==> run_1/placement_by_type.png <==
Drawn at 1.5 px/um.
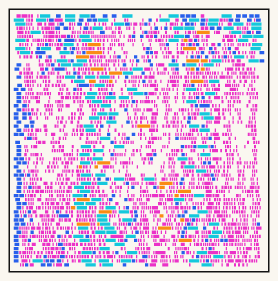
==> run_1/io_placement.png <==
Drawn at 2 px/um. Pins as bars across the die edge, other pins in gray.
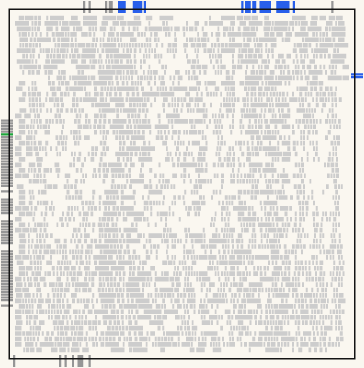
==> run_1/clocks.png <==
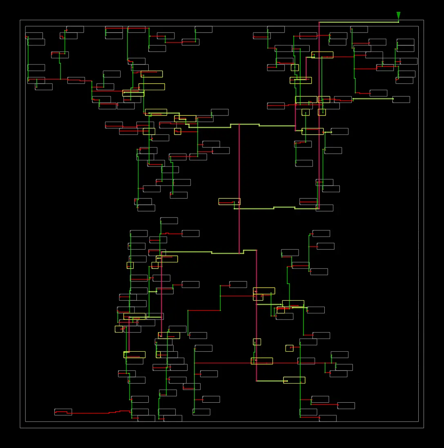
--- src/rtl/imdr_gen.sv ---
`default_nettype none
// ============================================================================
// Module   : imdr_gen
// Brief    : Iterative signed/unsigned multiply, divide and remainder unit,
//            one bit per cycle on operand magnitudes, then a sign fix-up.
//            Optional macro IMDR_GEN_UNSIGNED_EN honours ie_unsigned_d.
// Revision : 1.0 - initial release
// ============================================================================
module imdr_gen #(
    parameter int WIDTH = 32,
    parameter int CNT_W = 6
) (
    input  logic             clk,
    input  logic             reset_l,
    input  logic             ie_mul_d,
    input  logic             ie_div_d,
    input  logic             ie_rem_d,
    input  logic             ie_unsigned_d,
    input  logic [WIDTH-1:0] ie_dataA_d,
    input  logic [WIDTH-1:0] ie_dataB_d,
    input  logic             kill_inst_e,
    input  logic             pj_hold,
    output logic             imdr_busy,
    output logic             imdr_done_e,
    output logic             imdr_div0_e,
    output logic [WIDTH-1:0] imdr_data_out
);

    localparam logic [CNT_W-1:0] c_cnt_load = CNT_W'(WIDTH - 1);

    typedef enum logic [1:0] {
        ST_IDLE = 2'd0,
        ST_CALC = 2'd1,
        ST_FIX  = 2'd2,
        ST_DONE = 2'd3
    } state_t;

    state_t             r_state;
    state_t             w_state_nxt;
    logic [CNT_W-1:0]   r_cnt;
    logic [WIDTH-1:0]   r_hi;
    logic [WIDTH-1:0]   r_lo;
    logic [WIDTH-1:0]   r_op_b;
    logic               r_is_mul;
    logic               r_is_rem;
    logic               r_neg;
    logic               r_div0;
    logic [WIDTH-1:0]   r_data_out;

    // ------------------------------------------------------------------
    // Request decode and operand conditioning
    // ------------------------------------------------------------------
    logic               w_req;
    logic               w_accept;
    logic               w_kill;
    logic               w_div_op;
    logic               w_a_zero;
    logic               w_b_zero;
    logic               w_special;
    logic               w_signed;
    logic               w_sign_a;
    logic               w_sign_b;
    logic               w_neg;
    logic [WIDTH-1:0]   w_abs_a;
    logic [WIDTH-1:0]   w_abs_b;

    assign w_req    = ie_mul_d | ie_div_d | ie_rem_d;
    assign w_accept = (r_state == ST_IDLE) & w_req & ~pj_hold & ~kill_inst_e;
    assign w_kill   = kill_inst_e & (r_state != ST_IDLE);
    assign w_div_op = ie_div_d | ie_rem_d;
    assign w_a_zero = (ie_dataA_d == '0);
    assign w_b_zero = (ie_dataB_d == '0);
    // Any zero operand short-circuits: B=0 is div0 for div/rem, zero result otherwise.
    assign w_special = w_a_zero | w_b_zero;

`ifdef IMDR_GEN_UNSIGNED_EN
    assign w_signed = ~ie_unsigned_d;
`else
    assign w_signed = 1'b1;
`endif

    assign w_sign_a = w_signed & ie_dataA_d[WIDTH-1];
    assign w_sign_b = w_signed & ie_dataB_d[WIDTH-1];
    assign w_neg    = ie_rem_d ? w_sign_a : (w_sign_a ^ w_sign_b);
    assign w_abs_a  = w_sign_a ? (~ie_dataA_d + WIDTH'(1)) : ie_dataA_d;
    assign w_abs_b  = w_sign_b ? (~ie_dataB_d + WIDTH'(1)) : ie_dataB_d;

    // ------------------------------------------------------------------
    // Iteration datapath: shift-add multiply, restoring divide
    // ------------------------------------------------------------------
    logic [WIDTH-1:0]   w_addend;
    logic [WIDTH:0]     w_sum;
    logic [WIDTH:0]     w_shift;
    logic [WIDTH+1:0]   w_trial;
    logic               w_cout;
    logic [WIDTH-1:0]   w_hi_nxt;
    logic [WIDTH-1:0]   w_lo_nxt;
    logic [WIDTH-1:0]   w_fix_mag;
    logic [WIDTH-1:0]   w_fix_res;
    logic [1:0]         w_unused_bits;

    assign w_addend = r_lo[0] ? r_op_b : '0;
    assign w_sum    = {1'b0, r_hi} + {1'b0, w_addend};
    assign w_shift  = {r_hi, r_lo[WIDTH-1]};
    // WIDTH+1-bit subtract; carry-out set means the divisor fits.
    assign w_trial  = {1'b0, w_shift} + {1'b0, ~{1'b0, r_op_b}} + (WIDTH+2)'(1);
    assign w_cout   = w_trial[WIDTH+1];

    always_comb begin
        w_hi_nxt = r_hi;
        w_lo_nxt = r_lo;
        if (r_is_mul) begin
            w_hi_nxt = w_sum[WIDTH:1];
            w_lo_nxt = {w_sum[0], r_lo[WIDTH-1:1]};
        end else begin
            w_hi_nxt = w_cout ? w_trial[WIDTH-1:0] : w_shift[WIDTH-1:0];
            w_lo_nxt = {r_lo[WIDTH-2:0], w_cout};
        end
    end

    assign w_fix_mag = r_is_rem ? r_hi : r_lo;
    assign w_fix_res = r_neg ? (~w_fix_mag + WIDTH'(1)) : w_fix_mag;

    // The remainder never exceeds WIDTH bits, so the adder's bit WIDTH is dropped.
    assign w_unused_bits = {ie_unsigned_d, w_trial[WIDTH]};

    // ------------------------------------------------------------------
    // Control FSM
    // ------------------------------------------------------------------
    always_ff @(posedge clk) begin
        if (!reset_l) begin
            r_state <= ST_IDLE;
        end else begin
            r_state <= w_state_nxt;
        end
    end

    always_comb begin
        w_state_nxt = r_state;
        if (w_kill) begin
            w_state_nxt = ST_IDLE;
        end else if (!pj_hold) begin
            case (r_state)
                ST_IDLE: begin
                    if (w_accept) begin
                        w_state_nxt = w_special ? ST_DONE : ST_CALC;
                    end
                end
                ST_CALC: begin
                    if (r_cnt == '0) begin
                        w_state_nxt = ST_FIX;
                    end
                end
                ST_FIX:  w_state_nxt = ST_DONE;
                ST_DONE: w_state_nxt = ST_IDLE;
                default: w_state_nxt = ST_IDLE;
            endcase
        end
    end

    // ------------------------------------------------------------------
    // Datapath registers
    // ------------------------------------------------------------------
    always_ff @(posedge clk) begin
        if (!reset_l) begin
            r_cnt      <= '0;
            r_hi       <= '0;
            r_lo       <= '0;
            r_op_b     <= '0;
            r_is_mul   <= 1'b0;
            r_is_rem   <= 1'b0;
            r_neg      <= 1'b0;
            r_div0     <= 1'b0;
            r_data_out <= '0;
        end else if (w_kill) begin
            r_cnt  <= '0;
            r_div0 <= 1'b0;
        end else if (!pj_hold) begin
            case (r_state)
                ST_IDLE: begin
                    if (w_accept) begin
                        r_hi     <= '0;
                        r_lo     <= w_div_op ? w_abs_a : w_abs_b;
                        r_op_b   <= w_div_op ? w_abs_b : w_abs_a;
                        r_is_mul <= ie_mul_d;
                        r_is_rem <= ie_rem_d;
                        r_neg    <= w_neg;
                        r_div0   <= w_div_op & w_b_zero;
                        r_cnt    <= w_special ? '0 : c_cnt_load;
                        if (w_special) begin
                            r_data_out <= '0;
                        end
                    end
                end
                ST_CALC: begin
                    r_hi <= w_hi_nxt;
                    r_lo <= w_lo_nxt;
                    if (r_cnt != '0) begin
                        r_cnt <= r_cnt - CNT_W'(1);
                    end
                end
                ST_FIX: begin
                    r_data_out <= w_fix_res;
                end
                ST_DONE: begin
                    r_div0 <= 1'b0;
                end
                default: begin
                    r_div0 <= 1'b0;
                end
            endcase
        end
    end

    assign imdr_busy     = (r_state != ST_IDLE);
    assign imdr_done_e   = (r_state == ST_DONE);
    assign imdr_div0_e   = r_div0;
    assign imdr_data_out = r_data_out;

endmodule
`default_nettype wire

--- config.mk ---
export PLATFORM = sky130hd
export DESIGN_NAME = imdr_gen
export DESIGN_NICKNAME = d
export VERILOG_FILES = /design/src/rtl/imdr_gen.sv
export SDC_FILE = /design/constraint.sdc
export NUM_CORES = 1
export LEC_CHECK = 0
export ABC_AREA = 1
export CAP_MARGIN = 15
export CORE_AREA = 2 2 170 172
export DETAILED_ROUTE_END_ITERATION = 8
export DIE_AREA = 0 0 172 174
export PLACE_DENSITY = 0.74
export SYNTH_ARGS = -nofsm -noshare
export SYNTH_HDL_FRONTEND = slang
export SYNTH_SLANG_ARGS = --single-unit
--- constraint.sdc ---
create_clock -name clk -period 2.9 [get_ports clk]
set_input_delay 0.435 -clock clk [delete_from_list [all_inputs] [get_ports clk]]
set_output_delay 0.435 -clock clk [all_outputs]
set_load 0.02 [all_outputs]
==> CHANGELOG.md, run 1 <==
## Flow update

* Status: completed
* DP Cell Count at 3,311
* Warnings, synthesis at 0
* Startpoint types: register
* Fmax at 362 MHz
* Largest net degree at the start of global routing at 57
* Register area at 2810 um^2
* Num ports at 107
* Setup repair after global routing missed its margin: no
* I/O Buffers at 105
* RR Startpoint: r_lo[0]
* Max clock buf depth at 2
* Number of cells in Yosys stat at 2,772
* Tcrit/Tclk final at 95.3%
* Final Critical Period at 2.76 ns
* Log Warnings at 31
* WHS at 0.462 ns
* Post-DRT Antenna Nets at 0
* WS Path Type: reg2reg
* Worst EP required at 3.19 ns
* Peak VDD IR at 452 uV
* CTS tree: done
* Seq share, synth at 18.5%
* R2r setup slk at 0.14 ns
* CTS resizes at 0
* # fillers at 2,803
* HP Start: imdr_data_out[3]
* Cell area leaders: nand2_1, dfxtp_1, inv_1
About placement_by_type.png:
color	class	cells	share of their area
cyan	flops	140	16%
magenta	combinational and other logic	2,531	68%
blue	other buffers and delay cells	259	13%
orange	clock drivers and dummy loads	32	3.3%

About io_placement.png:
color	port	pins	direction	edge
green	`ie_div_d`	1	input	left
blue	`imdr_data_out`	32	output	30 top, 2 right
all pins by edge	61 left, 36 top, 8 bottom, 2 right

About clocks.png:
Worst-Skew Late Latency: 0.44 ns
Fin Clk Skew: 0.0113 ns
Power Clock: 2.21 mW
CTS sink count: 140
Flops: 140

[run 1: routing by layer]
metal	vias up	GRT usage (%)	wire length, um	part of all wire, %
met5	-	0	0	0
met4	0	17.5	2620	4.4
met3	133	7.54	5920	9.9
met2	919	61.8	25800	43
met1	8488	54.8	25400	43
li1	9231	-	-	-
[run 1: report_power, final]
| part | internal [mW] | switching (mW) | total [mW] |
|---|---|---|---|
| sequential | 2.14 | 0.189 | 2.33 |
| combinational | 1.90 | 3.48 | 5.39 |
| clock | 1.24 | 0.967 | 2.21 |
[run 1: flip-flops by register name, indices dropped and copies added (netlist names)]
| signal | count |
|---|---|
| r_op_b | 32 |
| r_is_mul | 1 |
| r_is_rem | 1 |
| r_cnt | 6 |
| r_lo | 32 |
| imdr_data_out | 32 |
| r_hi | 32 |
| imdr_div0_e | 1 |
| r_neg | 1 |
| r_state | 2 |
[run 1: worst max path at each step]
stage / from / to / slack (ns) / depth (start not counted)
CTS: r_lo[0] / r_hi[17] / 0.002 / 19
global route: r_lo[0] / r_hi[19] / 0.0001 / 18
floorplan: r_lo[0] / r_hi[17] / 0.56 / 20
finish: r_lo[0] / r_hi[29] / 0.14 / 17
global placement: ie_dataB_d[0] / imdr_data_out[10] / 0.03 / 13
detailed placement: ie_dataB_d[0] / imdr_data_out[9] / -0.12 / 13
[run 1: cell type report]
class / instances / share of cell area (%)
repair buffers: 259 / 12.6
well taps: 384 / 2.65
multi-input cells: 2079 / 56.7
inverters: 452 / 9.38
clock inverters: 13 / 0.717
clock buffers: 19 / 2.49
diodes: 1 / 0.0138
flip-flops and latches: 140 / 15.5
[run 1: worst max-delay path: stages, from the launching register on]
cell and delay [ns]:
dfxtp_2 0.35, buf_4 0.17, nand2_1 0.14, inv_1 0.07
ha_1 0.34, nand2_1 0.11, inv_1 0.08, nand2_1 0.05
inv_1 0.12, nand2_1 0.07, nand2_1 0.25, inv_1 0.10
nand2_2 0.21, nand2_1 0.14, nand3_1 0.10, nand3_1 0.13
nand3_1 0.13, a21oi_1 0.07
[run 1: through the flow]
step	worst slack [ns]	area (um^2)
finish	0.137	18200
CTS	0.00227	18100
global placement	0.0321	17500
detailed placement	-0.117	17500
floorplan	0.557	15200
global route	0.000104	18200
[run 1: kinds of logic after synthesis]
family                     Yosys count  synth area share (%)
buffers and inverters              553                  14.0
muxes                                1                0.0660
adders and majority gates           75                  6.28
DFF                                140                  18.5
AOI/OAI and AO/OA                  479                  16.9
xor gates and xnor gates            72                  4.16
and+or+nand+nor                   1452                  40.1
[run 1: cells in the final DEF (no fill, tap or decap), types with 4 or more instances in the layout]
master           Yosys  layout
a31oi_1             12      12
clkbuf_16            0      17
nand3b_1            23      23
nand3_1            256     255
or2_2                7       7
xor2_1              48      48
nor2_2               3       4
a22oi_1              6       6
inv_1              445     444
o211ai_1            27      27
clkinvlp_4           0       4
o22ai_1              5       5
nor2_1             248     247
a21oi_1            218     218
nor4_1               5       5
clkinv_4             0       4
dfxtp_1            140     137
nor3_1              30      27
o21ai_1              4       4
o21bai_1            12      12
ha_1                73      72
nand4_1             42      42
clkdlybuf4s50_1      0     105
buf_4                6     147
buf_12               0       6
xnor2_1             24      24
nand2_1            827     823
o21ai_0            185     185
nand2_2              3       6
==> run 2, diff against run 1 <==
--- a/config.mk
+++ b/config.mk
@@ -8,9 +8,11 @@
 export ABC_AREA = 1
 export CAP_MARGIN = 15
 export CORE_AREA = 2 2 170 172
+export CTS_CLUSTER_DIAMETER = 60
 export DETAILED_ROUTE_END_ITERATION = 8
 export DIE_AREA = 0 0 172 174
 export PLACE_DENSITY = 0.74
 export SYNTH_ARGS = -nofsm -noshare
 export SYNTH_HDL_FRONTEND = slang
 export SYNTH_SLANG_ARGS = --single-unit
+export TNS_END_PERCENT = 50
==> run_2/placement_by_type.png <==
Drawn at 1.5 px/um.
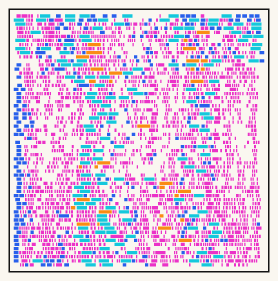
color	class	cells	share of their area
magenta	combinational and other logic	2,531	68%
orange	clock drivers and dummy loads	32	3.3%
cyan	flops	140	16%
blue	other buffers and delay cells	259	13%

==> run 2 against run 1 <==
  * Global-route usage is the same
  * Core utilization is the same
  * Clock-buffer cell count is the same
  * Maximum frequency is the same
  * Clock power is essentially flat
  * Worst hold slack is the same
  * Final area is the same
  * Combinational power is essentially flat
  * First-iteration DRC count is the same
  * Largest cell class unchanged
==> CHANGELOG.md, run 2 <==
## Flow update

* Met1 global-route usage at 54.8%
* Peak VDD IR at 452 uV
* Core area at 28,200 um^2
* Fmax at 362 MHz
* WS Path Type: reg2reg
* I/O Buffers at 105
* Warnings, synthesis at 0
* First-pass GRT wire length at 92,900 um
* Fin Clk Skew at 0.0113 ns
* FP Rows at 62
* Status: completed
* Largest net degree at the start of global routing at 57
* Commonest Layout Cell: nand2_1
* Final instance area at 18,200 um^2
* Final Critical Period at 2.76 ns
* Log Warnings at 31
* Placed Area at 17,500 um^2
* Max clock buf depth at 2
* Die extent in x at 172 um
* Synthesized registers at 140
* Tcrit/Tclk final at 95.3%
* Seq share, synth at 18.5%
* Post-DRT Antenna Nets at 0
* Ys flop type: dfxtp_1
* Cell area leaders: nand2_1, dfxtp_1, inv_1
* Crit. End Element: register
* Worst EP required at 3.19 ns
* Final hold vios at 0
* Place WS at -0.117 ns
* CTS sink count at 140
* Setup repair after global routing missed its margin: no
* Most frequent cells in the layout: nand2_1, inv_1, nand3_1
* # fillers at 2,803
* Met2 Track Usage GR at 61.8%
* Startpoint types: register
* Routed WL at 59,700 um
* GPL Wtd Cong at 1.06
* M3 GR Usage at 7.54%
* Top Usage Layer GRT: met2
* CTS tree: done
* Worst-Skew Late Latency at 0.44 ns
* Num ports at 107
* PnR worst setup slack at 0.137 ns
* Number of cells in Yosys stat at 2,772
==> run_2/wires.png <==
Drawn at 1.5 px/um.
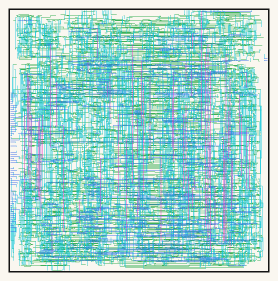
color	layer	wire length
blue	metal 3	5,920 um
magenta	metal 4	2,620 um
green	metal 1	25.4 mm
cyan	metal 2	25.8 mm

## run 2: cell counts after synthesis
No cell type changed its count.
## run 2: kinds of logic (layout without fill, tap and decap cells)
group | count (synthesis) | after routing | synth area share [%]
simple gates | 1452 | 1452 | 40.1
fa+ha+maj | 75 | 75 | 6.28
flops | 140 | 140 | 18.5
other cells | 0 | 1 | 0
mux | 1 | 1 | 0.0660
xor+xnor | 72 | 72 | 4.16
buf+inv | 553 | 743 | 14.0
compound gates | 479 | 479 | 16.9
## run 2: power breakdown
| group | total, mW | switching (mW) | leakage [nW] | internal [mW] |
|---|---|---|---|---|
| logic | 5.39 | 3.48 | 7.63 | 1.90 |
| registers | 2.33 | 0.189 | 1.14 | 2.14 |
| clock network | 2.21 | 0.967 | 0.278 | 1.24 |
| total | 9.92 | 4.64 | 9.05 | 5.28 |
## run 2: final timing paths
kind	slack [ns]	depth (start not counted)	to	from
worst max register to register	0.14	17	r_hi[29]	r_lo[0]
worst min register to register	0.46	2	imdr_data_out[3]	imdr_data_out[3]
worst min-delay path	0.46	2	imdr_data_out[3]	imdr_data_out[3]
worst max-delay path	0.14	17	r_hi[29]	r_lo[0]
## run 2: area by class of cell
type / count / area (um^2) / share of cell area (%)
antenna: 1 / 2.50 / 0.0138
clock buffer: 19 / 453 / 2.49
clock inverter: 13 / 130 / 0.717
inverter: 452 / 1700 / 9.38
multi-input combinational: 2079 / 10300 / 56.7
sequential: 140 / 2810 / 15.5
tap: 384 / 480 / 2.65
timing repair buffer: 259 / 2290 / 12.6
## run 2: stage by stage
stage	util [%]	instances	power [mW]	setup TNS, ns	hold WS, ns
after floorplan	-	2772	5.48	0	0.459
after global placement	61.9	3311	7.42	0	0.453
after detailed placement	61.9	3311	7.51	-1.05	0.456
after CTS	64.0	3343	9.72	0	0.466
after global routing	64.3	3346	10.5	0	0.482
final	64.3	3347	9.92	0	0.462
## run 2: repair_timing
action / CTS / global route
endpoints found under the setup margin: 0 / 27
buffers inserted: 0 / 3
gates resized: 0 / 17
## run 2: worst max-delay path: stages, from the launching register on
cell and delay [ns]:
dfxtp_2 0.35, buf_4 0.17, nand2_1 0.14, inv_1 0.07
ha_1 0.34, nand2_1 0.11, inv_1 0.08, nand2_1 0.05
inv_1 0.12, nand2_1 0.07, nand2_1 0.25, inv_1 0.10
nand2_2 0.21, nand2_1 0.14, nand3_1 0.10, nand3_1 0.13
nand3_1 0.13, a21oi_1 0.07
## run 2: layer usage
layer | wire [um] | up-vias
met5 | 0 | -
met2 | 25800 | 919
met3 | 5920 | 133
met4 | 2620 | 0
met1 | 25400 | 8488
li1 | - | 9231
Power figures rest on the tool's default switching activity, not on a simulated workload.
